**src/rtl/sensor_alarm_array_if.sv**
```systemverilog
// Sensor/buzzer bundle for the sensor alarm array.
// master = tile side driving sensors, slave = alarm controller.
interface sensor_alarm_array_if #(
    parameter int N_CH = 3
);
    localparam int ID_W = (N_CH > 1) ? $clog2(N_CH) : 1;

    logic            ena;
    logic [N_CH-1:0] sensor;
    logic            mode;
    logic            ack;
    logic [N_CH-1:0] buzzer;
    logic [ID_W-1:0] active_id;
    logic            busy;
    logic [N_CH-1:0] pending;

    modport master (
        output ena, sensor, mode, ack,
        input  buzzer, active_id, busy, pending
    );

    modport slave (
        input  ena, sensor, mode, ack,
        output buzzer, active_id, busy, pending
    );
endinterface

```
**src/rtl/sensor_alarm_array.sv**
```systemverilog
// N-channel debounced sensor alarm controller.
// Serves queued events lowest channel first: alarm, then re-arm holdoff.
module sensor_alarm_array #(
    parameter int N_CH           = 3,
    parameter int DEB_CYCLES     = 7,
    parameter int ALARM_CYCLES   = 31,
    parameter int HOLDOFF_CYCLES = 4
) (
    input logic                 clk,
    input logic                 rst,
    sensor_alarm_array_if.slave bus
);
    localparam int ID_W  = (N_CH > 1) ? $clog2(N_CH) : 1;
    localparam int CNT_W = $clog2(DEB_CYCLES + 1);
    localparam int T_AH  = (ALARM_CYCLES > HOLDOFF_CYCLES) ?
                           ALARM_CYCLES : HOLDOFF_CYCLES;
    localparam int T_MAX = (T_AH > 2) ? T_AH : 2;
    localparam int TMR_W = $clog2(T_MAX);

    localparam logic [CNT_W-1:0] DEB_MAX  = CNT_W'(DEB_CYCLES);
    localparam logic [CNT_W-1:0] DEB_QUAL = CNT_W'(DEB_CYCLES - 1);
    localparam logic [TMR_W-1:0] ALARM_LD = TMR_W'(ALARM_CYCLES - 1);
    localparam logic [TMR_W-1:0] HOLD_LD  =
        TMR_W'((HOLDOFF_CYCLES > 0) ? HOLDOFF_CYCLES - 1 : 0);
    localparam bit HAS_HOLD = (HOLDOFF_CYCLES > 0);

    typedef enum logic [1:0] {
        IDLE,
        ALARM,
        HOLDOFF
    } state_t;

    state_t          state, state_nxt;
    logic [TMR_W-1:0] timer, timer_nxt;
    logic            mode_q, mode_nxt;
    logic [N_CH-1:0] buzzer_q, buzzer_nxt;
    logic [ID_W-1:0] id_q, id_nxt;
    logic            busy_q, busy_nxt;
    logic [N_CH-1:0] pend_q, pend_nxt;
    logic [N_CH-1:0] qual;
    logic [N_CH-1:0] gmask;
    logic [ID_W-1:0] gnt_idx;
    logic            gnt_any;
    logic [CNT_W-1:0] cnt     [N_CH];
    logic [CNT_W-1:0] cnt_nxt [N_CH];

    // Qualify fires on the sample that would reach DEB_CYCLES, once per high run.
    always_comb begin
        for (int i = 0; i < N_CH; i++) begin
            qual[i] = bus.sensor[i] && (cnt[i] == DEB_QUAL);
            if (!bus.sensor[i]) begin
                cnt_nxt[i] = '0;
            end else if (cnt[i] == DEB_MAX) begin
                cnt_nxt[i] = cnt[i];
            end else begin
                cnt_nxt[i] = cnt[i] + CNT_W'(1);
            end
        end
    end

    // Descending scan so the lowest set index wins.
    always_comb begin
        gnt_any = |pend_q;
        gnt_idx = '0;
        for (int i = N_CH - 1; i >= 0; i--) begin
            if (pend_q[i]) gnt_idx = ID_W'(i);
        end
    end

    always_comb begin
        state_nxt  = state;
        timer_nxt  = timer;
        mode_nxt   = mode_q;
        buzzer_nxt = buzzer_q;
        id_nxt     = id_q;
        busy_nxt   = busy_q;
        gmask      = '0;
        unique case (state)
            IDLE: begin
                if (gnt_any) begin
                    gmask      = N_CH'(1) << gnt_idx;
                    buzzer_nxt = N_CH'(1) << gnt_idx;
                    id_nxt     = gnt_idx;
                    mode_nxt   = bus.mode;
                    timer_nxt  = ALARM_LD;
                    busy_nxt   = 1'b1;
                    state_nxt  = ALARM;
                end
            end
            ALARM: begin
                if (bus.ack || (!mode_q && timer == '0)) begin
                    buzzer_nxt = '0;
                    id_nxt     = '0;
                    if (HAS_HOLD) begin
                        timer_nxt = HOLD_LD;
                        state_nxt = HOLDOFF;
                    end else begin
                        busy_nxt  = 1'b0;
                        state_nxt = IDLE;
                    end
                end else if (timer != '0) begin
                    timer_nxt = timer - TMR_W'(1);
                end
            end
            HOLDOFF: begin
                if (timer == '0) begin
                    busy_nxt  = 1'b0;
                    state_nxt = IDLE;
                end else begin
                    timer_nxt = timer - TMR_W'(1);
                end
            end
            default: begin
                state_nxt = IDLE;
            end
        endcase
        pend_nxt = (pend_q & ~gmask) | qual;
    end

    always_ff @(posedge clk) begin
        if (rst) begin
            state    <= IDLE;
            timer    <= '0;
            mode_q   <= 1'b0;
            buzzer_q <= '0;
            id_q     <= '0;
            busy_q   <= 1'b0;
            pend_q   <= '0;
            for (int i = 0; i < N_CH; i++) cnt[i] <= '0;
        end else if (bus.ena) begin
            state    <= state_nxt;
            timer    <= timer_nxt;
            mode_q   <= mode_nxt;
            buzzer_q <= buzzer_nxt;
            id_q     <= id_nxt;
            busy_q   <= busy_nxt;
            pend_q   <= pend_nxt;
            for (int i = 0; i < N_CH; i++) cnt[i] <= cnt_nxt[i];
        end
    end

    assign bus.buzzer    = buzzer_q;
    assign bus.active_id = id_q;
    assign bus.busy      = busy_q;
    assign bus.pending   = pend_q;
endmodule

```
**src/flat_wrapper.sv**
```systemverilog
// flat-port wrapper written by rule: the top's interface ports become plain ports
module sensor_alarm_array_flat 
#(
    parameter int N_CH           = 3,
    parameter int DEB_CYCLES     = 7,
    parameter int ALARM_CYCLES   = 31,
    parameter int HOLDOFF_CYCLES = 4
)
  (clk, rst, bus_ena, bus_sensor, bus_mode, bus_ack, bus_buzzer, bus_active_id, bus_busy, bus_pending);
  sensor_alarm_array_if #(.N_CH(N_CH)) bus_i ();
  input logic clk;
  input logic rst;
  input wire logic [$bits(bus_i.ena)-1:0] bus_ena;
  input wire logic [$bits(bus_i.sensor)-1:0] bus_sensor;
  input wire logic [$bits(bus_i.mode)-1:0] bus_mode;
  input wire logic [$bits(bus_i.ack)-1:0] bus_ack;
  output wire logic [$bits(bus_i.buzzer)-1:0] bus_buzzer;
  output wire logic [$bits(bus_i.active_id)-1:0] bus_active_id;
  output wire logic [$bits(bus_i.busy)-1:0] bus_busy;
  output wire logic [$bits(bus_i.pending)-1:0] bus_pending;
  assign bus_i.ena = bus_ena;
  assign bus_i.sensor = bus_sensor;
  assign bus_i.mode = bus_mode;
  assign bus_i.ack = bus_ack;
  assign bus_buzzer = bus_i.buzzer;
  assign bus_active_id = bus_i.active_id;
  assign bus_busy = bus_i.busy;
  assign bus_pending = bus_i.pending;
  sensor_alarm_array #(.N_CH(N_CH), .DEB_CYCLES(DEB_CYCLES), .ALARM_CYCLES(ALARM_CYCLES), .HOLDOFF_CYCLES(HOLDOFF_CYCLES)) u_core (.clk(clk), .rst(rst), .bus(bus_i));
endmodule
```
**config.mk**
```make
export PLATFORM = sky130hd
export DESIGN_NAME = sensor_alarm_array_flat
export DESIGN_NICKNAME = d
export VERILOG_FILES = /design/src/rtl/sensor_alarm_array_if.sv /design/src/rtl/sensor_alarm_array.sv /design/src/flat_wrapper.sv
export SDC_FILE = /design/constraint.sdc
export NUM_CORES = 1
export LEC_CHECK = 0
export CORE_MARGIN = 5
export CORE_UTILIZATION = 40
export DETAILED_ROUTE_END_ITERATION = 8
export GPL_ROUTABILITY_DRIVEN = 0
export PLACE_DENSITY_LB_ADDON = 0.2
export REMOVE_ABC_BUFFERS = 1
export SLEW_MARGIN = 10
export SYNTH_ARGS = -nofsm -noshare
export SYNTH_HDL_FRONTEND = slang
export SYNTH_SLANG_ARGS = --single-unit
```
**constraint.sdc**
```tcl
create_clock -name clk -period 2.7 [get_ports clk]
set_clock_uncertainty 0.2 [all_clocks]
set_input_delay 0.405 -clock clk [delete_from_list [all_inputs] [get_ports clk]]
set_output_delay 0.405 -clock clk [all_outputs]
set_load 0.1 [all_outputs]
```
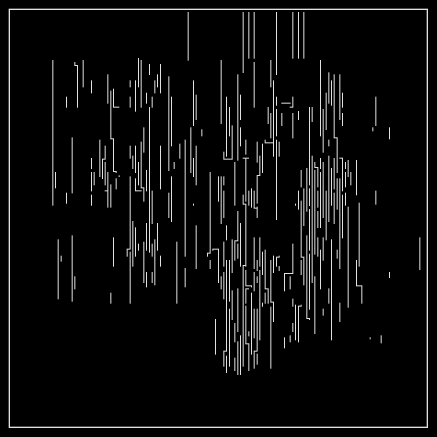
Figure 1: run 1, the metal 2 layer.
Drawn at 6 px/um.
The layer holds 47% of the routed length. The longest straight run is 24.1 um. The wires run mostly vertical.
DR vias: 1170
met2 Usage GRT: 20.2%
total wire length: 2900 um

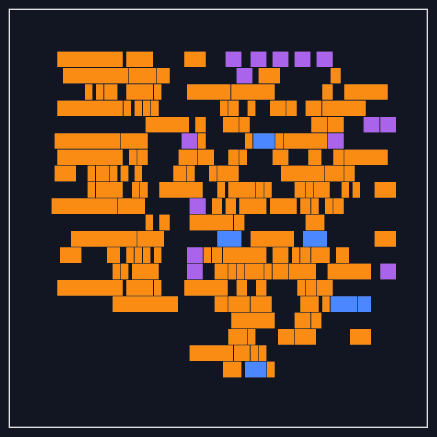
Figure 2: run 1, cells by drive strength.
Drawn at 6 px/um.
x3 and x4: in purple, cells 14. x2: in blue, cells 6. x1 and smaller: in orange, cells 153.
Area growth, synth to finish: 14.8%
cell area after layout: 1620 um2

==> results.tsv, run 1 <==
stage	metric	value	unit
cells_and_area	antenna_cells	0	
cells_and_area	nMultiInputCombCells	113	
setup_path	crit_family	simple AND/OR/NAND/NOR gates	
cells_and_area	buffers	17	
die	ios	17	
cells_and_area	area.combinational	746	um2
run_status	status	complete, no violations	
synth	synthCells	157	
synth	synthTopCellsByCount	23 x nand2_1, 16 x dfxtp_1, 13 x ha_1, 13 x inv_1, 13 x nor2_1	
clock_tree	clk_pin_slew_worst_paths	0.14	ns
pwr	switching_share	34.8	%
cells_and_area	seq_share	36.4	%
route	avgRoutedWirePerCell	13.3	um
cells_and_area	largest_class	logic gates	
sta	finalWorstSetupSlack	0.382	ns
die	core_area	3390	um2
place	io_buffers	16	
sta	period_used_share	85.8	%
place	dp_hpwl	2280	um
pwr	vdd_drop_max	0.269	mV
worst_hold_path	hold-path-cell-count	2	
job	warning_count	30	
global_routing	grt_pass1_wl	4900	um
synth	yosys_cells	157	
setup_path	worstPathArrival	2.35	ns
setup_path	slowest_delay	0.44	ns
cells_and_area	max_flop_register	u_core.cnt	
die	die_h	69.4	um
cells_and_area	nClkBuffers	3	
clock_tree	cts_buffer_depth	2	
sta	finalSetupViolations	0	
cells_and_area	postLayoutCoreUtil	47.8	%
pwr	p_clk	0.174	mW
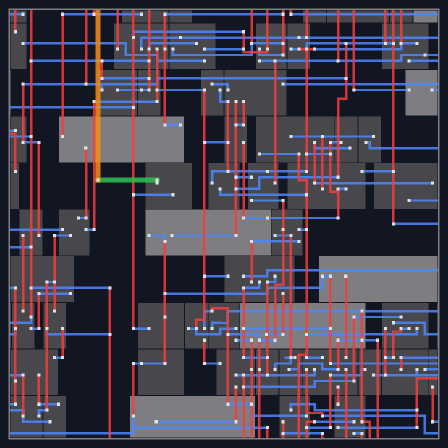
Figure 3: run 1, zoomed window.
Window x 22 to 47, y 22 to 47 um. Cells in gray, sequential cells in the stronger gray; small squares are vias.
M4: in orange. M2: in red. M3: in green. M1: in blue.
Sequential cells in the window: 5. Netlist names of flops here include u_core.timer (3). Most frequent: nand2_1 (8). 47 logic cells have their middle in the window.

run 1: kinds of logic (layout without fill, tap and decap cells):
family                   Yosys count  in the layout  share of synthesized area, %
AND-OR/OR-AND                     46             46                          23.0
adder cells (fa/ha/maj)           13             13                          11.5
flip-flops                        25             25                          41.8
buffers and inverters             19             35                          5.40
AND/OR/NAND/NOR                   53             53                          17.5
multiplexers                       1              1                         0.709
run 1: layer usage:
layer	GRT usage, %	share of wire (%)	vias up	routed length (um)
met5	0	0	-	0
met4	4.12	1.8	0	51
met3	2.75	4.0	4	116
met2	20.2	47	19	1370
met1	15.0	47	550	1360
li1	-	-	597	-
run 1: worst min-delay path, cell delays in order, from the launching register on:
cell and delay, ns:
dfxtp_1 0.34, o31ai_1 0.06, a21oi_1 0.06
==> inputs of run 2 (changes only) <==
Settings changed: CORE_ASPECT_RATIO set to 1.4, TNS_END_PERCENT set to 5.
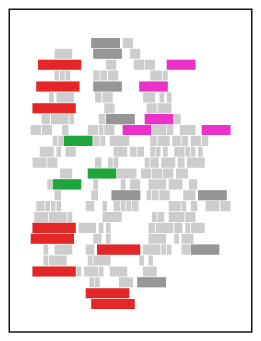
Figure 4: run 2, register map, names as in the netlist.
Drawn at 4 px/um. Other sequential cells in the stronger gray, the rest of the logic in the fainter gray.
u_core.timer: in magenta, placed flops 5. u_core.cnt: in red, placed flops 9. u_core.bus.pending: in green, placed flops 3.
fin util: 47.8%
sequential power: 0.441 mW
sequential cell area: 591 um2
Seq/total area: 36.3%

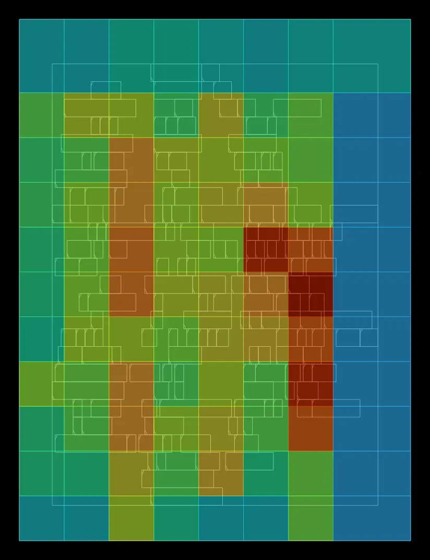
Figure 5: run 2, routing congestion.
grt met1 use: 15.3%
met2 Usage GRT: 24.2%
GRT Total Usage: 13.7%
WL/cell: 14.1 um
grt met3 use: 2.25%

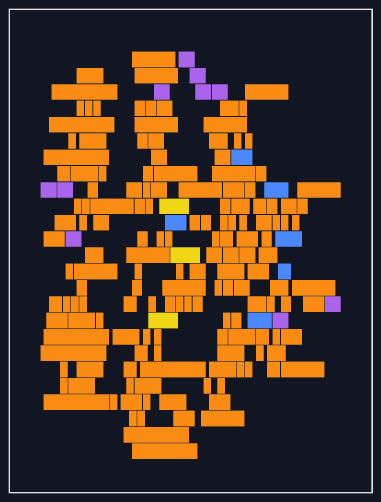
Figure 6: run 2, cells by drive strength.
Drawn at 6 px/um.
x2: in blue, cells 6. x6 and larger: in yellow, cells 3. x3 and x4: in purple, cells 10. x1 and smaller: in orange, cells 154.
cell area after layout: 1630 um2
Area growth, synth to finish: 15.3%
Non-clk bufs: 17
Worst Slack Setup Final: 0.486 ns

==> run 2 against run 1 <==
Sequential power hardly changed. Critical endpoint is now u_core.bus.active_id[1]. Critical path type unchanged. Total power grew 5.4%. Register-to-register slack better by 0.10 ns. Die area increased by 0.36%. Clock power is 28% higher. Sequential cell count unchanged. First-iteration DRC count shrank 70%. Setup slack better by 0.10 ns. Non-clock buffer count unchanged.
==> results.tsv, run 2 <==
stage	metric	value	unit	change
cells_and_area	area.combinational	746	um2	unchanged
route	wl_met3	84	um	was 116 um
route	maxUsedRoutingLayer	met4		unchanged
synth	synthCells	157		unchanged
route	drt-total-wl	3000	um	was 2900 um
route	drt-met1-wl	1280	um	was 1360 um
clock_tree	post-cts-setup-buffers	0		unchanged
worst_hold_path	hold-path-cell-count	2		unchanged
die	core_area	3410	um2	was 3390 um2
sta	worst_hold_slack	0.281	ns	was 0.290 ns
synth	synth-simple-area-share	17.5	%	unchanged
synth	area_leaders	dfxtp_1 23%, edfxtp_1 19%, ha_1 12%, nand2_1 6.1%, a21oi_1 3.9%		unchanged
job	warning_count	30		unchanged
synth	logic_family	AND-OR/OR-AND gates		unchanged
synth	fa_ha_area_share	11.5	%	unchanged
die	ios	17		unchanged
cells_and_area	nClkBuffers	4		was 3
cells_and_area	largest_class	logic gates		unchanged
setup_path	crit_end	u_core.bus.active_id[1]		was u_core.timer[4]
die	die_h	80.3	um	was 69.4 um
setup_path	reg2reg_from	u_core.timer[0]		unchanged
cells_and_area	nMultiInputCombCells	113		unchanged
worst_hold_path	holdPathEnd	u_core.bus.buzzer[0]		unchanged
synth	aoi_share	23.0	%	unchanged
sta	finalSetupViolations	0		unchanged
place	dp_hpwl	2350	um	was 2280 um
run_status	status	complete, no violations		unchanged
setup_path	slowest_delay	0.59	ns	was 0.44 ns
synth	mux_share	0.709	%	unchanged
sta	period_used_share	82.0	%	was 85.8%
global_routing	grt_pass1_wl	5130	um	was 4900 um
setup_path	path_depth	6		unchanged
synth	yosys_cells	157		unchanged
synth	synthTopCellsByCount	23 x nand2_1, 16 x dfxtp_1, 13 x ha_1, 13 x inv_1, 13 x nor2_1		unchanged
setup_path	worstPathArrival	2.17	ns	was 2.35 ns
synth	ys_sh_xor	0	%	unchanged
place	io_buffers	16		unchanged
global_routing	busiest_layer	met2		unchanged
clock_tree	cts_buffer_depth	2		unchanged
setup_path	crit_family	AND-OR/OR-AND gates		was simple AND/OR/NAND/NOR gates
clock_tree	clk_pin_slew_worst_paths	0.08	ns	was 0.14 ns
cells_and_area	max_flop_register	u_core.cnt		unchanged
cells_and_area	antenna_cells	0		unchanged
sta	worstMarginPinSlew	0.497	ns	was 0.547 ns
## run 2: cell types whose count changed in the layout (fill, tap and decap cells not counted), sizes merged
cell / delta
clkbuf: +1
clkinvlp: -1
## run 2: logic make-up after synthesis
logic type | count (synthesis)
buf+inv | 19
fa+ha+maj | 13
flops | 25
simple gates | 53
mux | 1
compound gates | 46
## run 2: worst reg2reg max path, delay by kind of cell, from the launching register on
family	cells	cell delay, ns
AND-OR/OR-AND	3	0.66
adder cells (fa/ha/maj)	1	0.22
buffers and inverters	1	0.10
flip-flops	1	0.33
AND/OR/NAND/NOR	1	0.59
## run 2: report_power, final
group	internal [mW]	switching (mW)	total, mW	leakage, nW
Combinational	0.112	0.171	0.283	0.449
Sequential	0.417	0.0244	0.441	0.229
Clock	0.105	0.117	0.223	0.0228
Total	0.635	0.313	0.947	0.701
==> inputs of run 3 (changes only) <==
Clock period 2.7 ns to 2.06 ns, I/O delays scaled along.
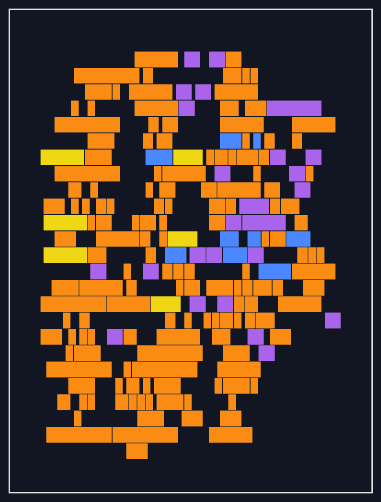
Figure 7: run 3, cells by drive strength.
Drawn at 6 px/um.
x1 and smaller: in orange, cells 148. x3 and x4: in purple, cells 25. x6 and larger: in yellow, cells 6. x2: in blue, cells 9.
cell area after layout: 1820 um2
Non-clk bufs: 32
Area growth, synth to finish: 28.5%
Worst Slack Setup Final: 0.0837 ns

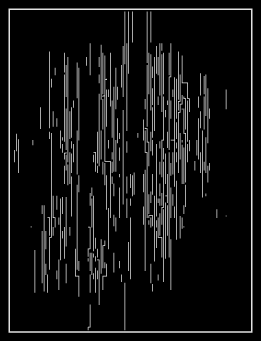
Figure 8: run 3, the metal 2 layer.
Drawn at 4 px/um.
met2 Usage GRT: 27.9%
total wire length: 3290 um
DR vias: 1247

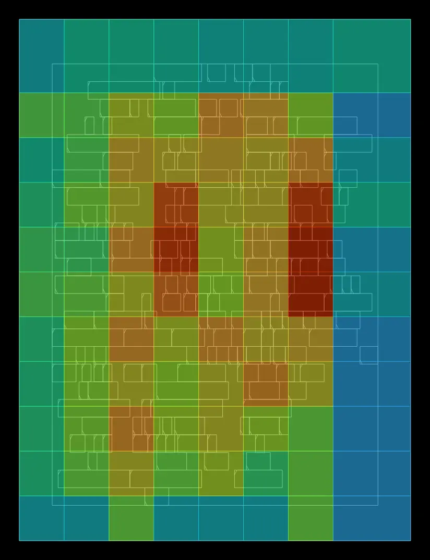
Figure 9: run 3, routing congestion.
busiest layer in global routing: met2
grt met3 use: 2.41%
GRT Total Usage: 15.3%

==> run 3 against run 2 <==
Sequential share of layout area shrank 3.7 points. Worst hold slack lost 0.0082 ns. Via count grew 5.9%. Critical path depth is the same. Critical path type unchanged.
==> results.tsv, run 3 <==
stage	metric	value	unit	change
pwr	p_switching	0.448	mW	was 0.313 mW
synth	area_leaders	dfxtp_1 23%, edfxtp_1 19%, ha_1 12%, nand2_1 6.1%, a21oi_1 3.9%		unchanged
die	die_h	80.3	um	unchanged
route	drt-met1-wl	1340	um	was 1280 um
route	via_per_inst	5.47		was 5.53
route	avgRoutedWirePerCell	14.4	um	was 14.1 um
die	ios	17		unchanged
synth	yosys_cells	157		unchanged
synth	synthCells	157		unchanged
setup_path	reg2reg_from	u_core.timer[0]		unchanged
pwr	pwr-share-clk	21.2	%	was 23.5%
pwr	comb_power	0.505	mW	was 0.283 mW
sta	worstMarginPinSlew	0.437	ns	was 0.497 ns
setup_path	r2r-end	u_core.bus.active_id[1]		unchanged
sta	max_freq	506	MHz	was 452 MHz
pwr	vdd_drop_max	0.445	mV	was 0.284 mV
clock_tree	cts_buffer_depth	2		unchanged
pwr	combPwrFrac	36.7	%	was 29.9%
route	maxUsedRoutingLayer	met4		unchanged
clock_tree	clk_pin_slew_worst_paths	0.09	ns	was 0.08 ns
clock_tree	post-cts-setup-buffers	0		unchanged
synth	synthTopCellsByCount	23 x nand2_1, 16 x dfxtp_1, 13 x ha_1, 13 x inv_1, 13 x nor2_1		unchanged
sta	period_used_share	95.9	%	was 82.0%
pwr	power.group.top	registers		unchanged
sta	finalSetupViolations	0		unchanged
setup_path	slowest_delay	0.48	ns	was 0.59 ns
cells_and_area	antenna_cells	0		unchanged
cells_and_area	fin_cells	228		was 213
route	wl_met3	92	um	was 84 um
synth	ys_types	43		unchanged
place	dp_hpwl	2570	um	was 2350 um
worst_hold_path	hold-path-cell-count	2		unchanged
setup_path	worstSetupStartpointType	flip-flop		unchanged
pwr	seq_power	0.578	mW	was 0.441 mW
pwr	p_int	0.926	mW	was 0.635 mW
cells_and_area	postLayoutCoreUtil	53.2	%	was 47.8%
job	warning_count	31		was 30
sta	worst_hold_slack	0.273	ns	was 0.281 ns
global_routing	use_met1	16.8	%	was 15.3%
setup_path	worstPathArrival	1.93	ns	was 2.17 ns
run_status	status	complete, no violations		unchanged
pwr	switching_share	32.6	%	was 33.0%
setup_path	crit_end	u_core.bus.active_id[1]		unchanged
die	core_area	3410	um2	unchanged
route	wl_met2	1820	um	was 1580 um
global_routing	grt_pass1_wl	5660	um	was 5130 um
pwr	p_clk	0.292	mW	was 0.223 mW
setup_path	path_depth	6		unchanged
place	io_buffers	16		unchanged
cells_and_area	max_flop_register	u_core.cnt		unchanged
run 3: kinds of logic (layout without fill, tap and decap cells):
logic type | count (synthesis) | after routing | share of synthesized area (%)
AND/OR/NAND/NOR | 53 | 53 | 17.5
multiplexers | 1 | 1 | 0.709
adder cells (fa/ha/maj) | 13 | 13 | 11.5
buffers and inverters | 19 | 50 | 5.40
AND-OR/OR-AND | 46 | 46 | 23.0
flip-flops | 25 | 25 | 41.8
run 3: area by class of cell:
| type | count | area [um2] | share of cell area, % |
|---|---|---|---|
| flip-flops and latches | 25 | 591 | 32.5 |
| repair buffers | 32 | 295 | 16.3 |
| inverters | 14 | 52.6 | 2.89 |
| multi-input cells | 113 | 782 | 43.1 |
| clock buffers | 4 | 45.0 | 2.48 |
| well taps | 40 | 50.0 | 2.76 |
Power is estimated from default activity; no workload was simulated.
